==> images/closeup.png <==
Region (93, 138) to (133, 178) µm. Cells in grey, sequential cells in the stronger grey; small squares are vias.
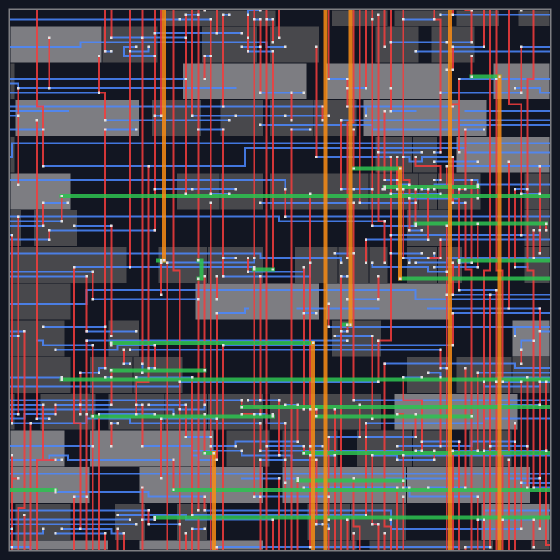
==> images/m2.png <==
Drawn at 1 px/µm.
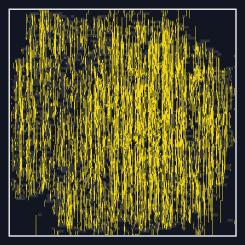
==> images/congestion_map.png <==
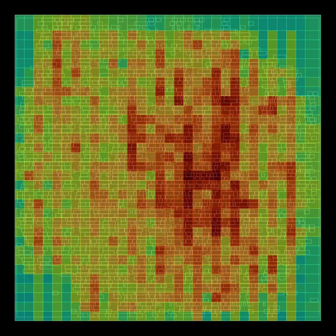
==> config.mk <==
export PLATFORM = sky130hd
export DESIGN_NAME = tlb_miss_fifo
export DESIGN_NICKNAME = d
export VERILOG_FILES = /design/src/rtl/tlb_miss_fifo.sv
export SDC_FILE = /design/constraint.sdc
export NUM_CORES = 1
export LEC_CHECK = 0
export CORE_UTILIZATION = 50
export CTS_CLUSTER_DIAMETER = 200
export DETAILED_ROUTE_END_ITERATION = 8
export GPL_ROUTABILITY_DRIVEN = 0
export PLACE_DENSITY = 0.66
export SLEW_MARGIN = 20
export SYNTH_ARGS = -nofsm -noshare
export SYNTH_HDL_FRONTEND = slang
export SYNTH_SLANG_ARGS = --single-unit
==> constraint.sdc <==
create_clock -name clk -period 6.9 [get_ports clk]
set_input_delay 2.07 -clock clk [delete_from_list [all_inputs] [get_ports clk]]
set_output_delay 2.07 -clock clk [all_outputs]
set_load 0.005 [all_outputs]
==> summary.txt <==
yosys + openroad results -> Remaining DRCs 0, H-tree levels 2, Initial DRC Count 1470, reg2reg path depth 14, final setup margin 0.680 ns, Power Total 6.60 mW, status complete, no violations, vias per cell 6.08, Largest type area fraction 46.9%, Sink Count 467, top cells by count 467 x dfrtp_1, 309 x mux2_2, 228 x xor2_1, pin count of the biggest net entering global routing 143, yosys warning tally 0, Max IR drop VDD 174 µV, total grt overflow 0, synth unique cells 48, setup TNS 0 ns, hold_buf cts 0, Hold WS 0.485 ns, Die Wd 225 µm, final setup fails 0, mapped cell area 0.0249 mm², Slew headroom 18.0%, period utilization 90.1%, syn avg cell area 14.0 µm², R2R Setup Slk 2.74 ns, Cell Chain, Critical Path clkdlybuf4s50_1 > xor2_1 > nor4_1 > nand3_1 > nor4_1 > or3_1 > nor3_4 > nor2_1 > xor2_1 > ha_1 > nand2b_1 > a21oi_1 > a221o_1 > o21ai_0 > a21oi_1, Crit Path Max Fanout 16, fraction of registers with async set/reset 100%, Top area cell types dfrtp_1 47%, mux2_2 14%, mux4_2 10%, total CTS buffers 51, WP data required 7.36 ns, Critical Path Source Type primary input, Seq share, synth 46.9%, CTS tree done, Dominant flop cell dfrtp_1, vias in the first global route 15900, first-pass GRT wire length 106000 µm, drt first pass iters 5, Fin. Hold Viols 0, DR WL/cell 27.5 µm, Max Cap Viol 0, pre-CTS WS 0.393 ns, post-DP HPWL 47900 µm, max reg flops 256, Slew Viols, Final 0, Crit. End Element register, Fmax 0.161 GHz, CP max stage cell nor4_1, yosys cell count 1778, initial antenna violation count 3, Reg clk slew, reported paths 0.06 ns, Worst path max stage delay 1.03 ns, num rows 81, hold path depth 1, Synth Register Bits 467, PD cells 233 mW/mm², DIE AREA 0.0508 mm², yosys stat area 0.0249 mm², Total GRT Usage 28.4%, CORE AREA 0.0491 mm², Placed Instance Area 0.0267 mm², Area Growth Syn to Fin 13.7%, Worst-Margin Slew 1.22 ns, layout cells sized above 1 31.8%, Latency at later pin 0.60 ns, Clock Skew 0.0206 ns, OpenROAD warning count 30, Final min period 6.22 ns, CTS max path bufs 3, Floorplan Nets 1845, post-synth top area cell dfrtp_1, Hold Crit Class reg2reg, antenna-violating nets left 0, LEAKAGE 13.1 nW
Back to the opening pictures, closeup.png:
layer	colour
M2	red
M4	orange
M1	blue
M3	green
cells with their middle in the window	69
most frequent	dfrtp_1 (15), xor2_1 (12), mux2_2 (10)
sequential cells in the window	15

Back to the opening pictures, m2.png:
share of all routed wire	46%
longest straight run	76.2 µm
wire length on this layer	32.0 mm
met2 usage: 43.3%
drt total wl: 70100 µm
via count: 15500

Back to the opening pictures, congestion_map.png:
Final Util: 57.8%
M1 GR Usage: 40.3%
GR peak layer: met2

-- report_power, final --
group	internal, mW	switching (mW)	total (mW)
clock	1.62	1.12	2.74
sequential	2.86	0.109	2.96
combinational	0.412	0.485	0.896
total	4.89	1.71	6.60
-- kinds of logic after synthesis --
logic type,after synthesis,synth area share [%]
buf+inv,169,4.29
fa+ha+maj,4,0.201
compound gates,21,0.658
flops,467,46.9
xor+xnor,284,9.98
simple gates,211,4.61
mux,622,33.4
-- worst max-delay path, delay by kind of cell --
family | cells | cell delay [ns]
buffers and inverters | 1 | 0.89
XOR/XNOR | 2 | 0.50
AND-OR/OR-AND | 4 | 0.57
AND/OR/NAND/NOR | 7 | 2.43
adder cells (fa/ha/maj) | 1 | 0.19
-- metal layers --
metal,global-route usage [%],vias up,wire (µm)
li1,-,6557,-
met1,40.3,8224,30500
met2,43.3,536,32000
met3,4.60,163,4490
met4,12.4,2,3100
met5,0,-,12
-- final cells by class --
class	instances	area, µm²
clock buffers	78	1520
repair buffers	176	1860
inverters	7	26.3
well taps	664	831
flip-flops and latches	467	11700
multi-input cells	1142	12200
fillers	4025	20700
clock inverters	12	154
diodes	1	2.50
-- per-stage QoR --
step,std cells,utilization (%)
6_report,2547,57.8
3_5_place_dp,2456,54.4
4_1_cts,2546,57.8
2_1_floorplan,1778,-
3_3_place_gp,2456,54.4
5_1_grt,2547,57.8
-- cell usage in the layout (no fill, tap or decap), drive strengths merged, types with 11 or more instances in the layout --
cell and instances:
buf 52, dfrtp 467, xnor2 56, clkdlybuf4s50 124, nor4 63, nor2 70, nand2 11, mux4 114
nand3 17, xor2 228, nand4 25, mux2 447, clkbuf 78, mux2i 61
Power and IR drop assume default switching activity.
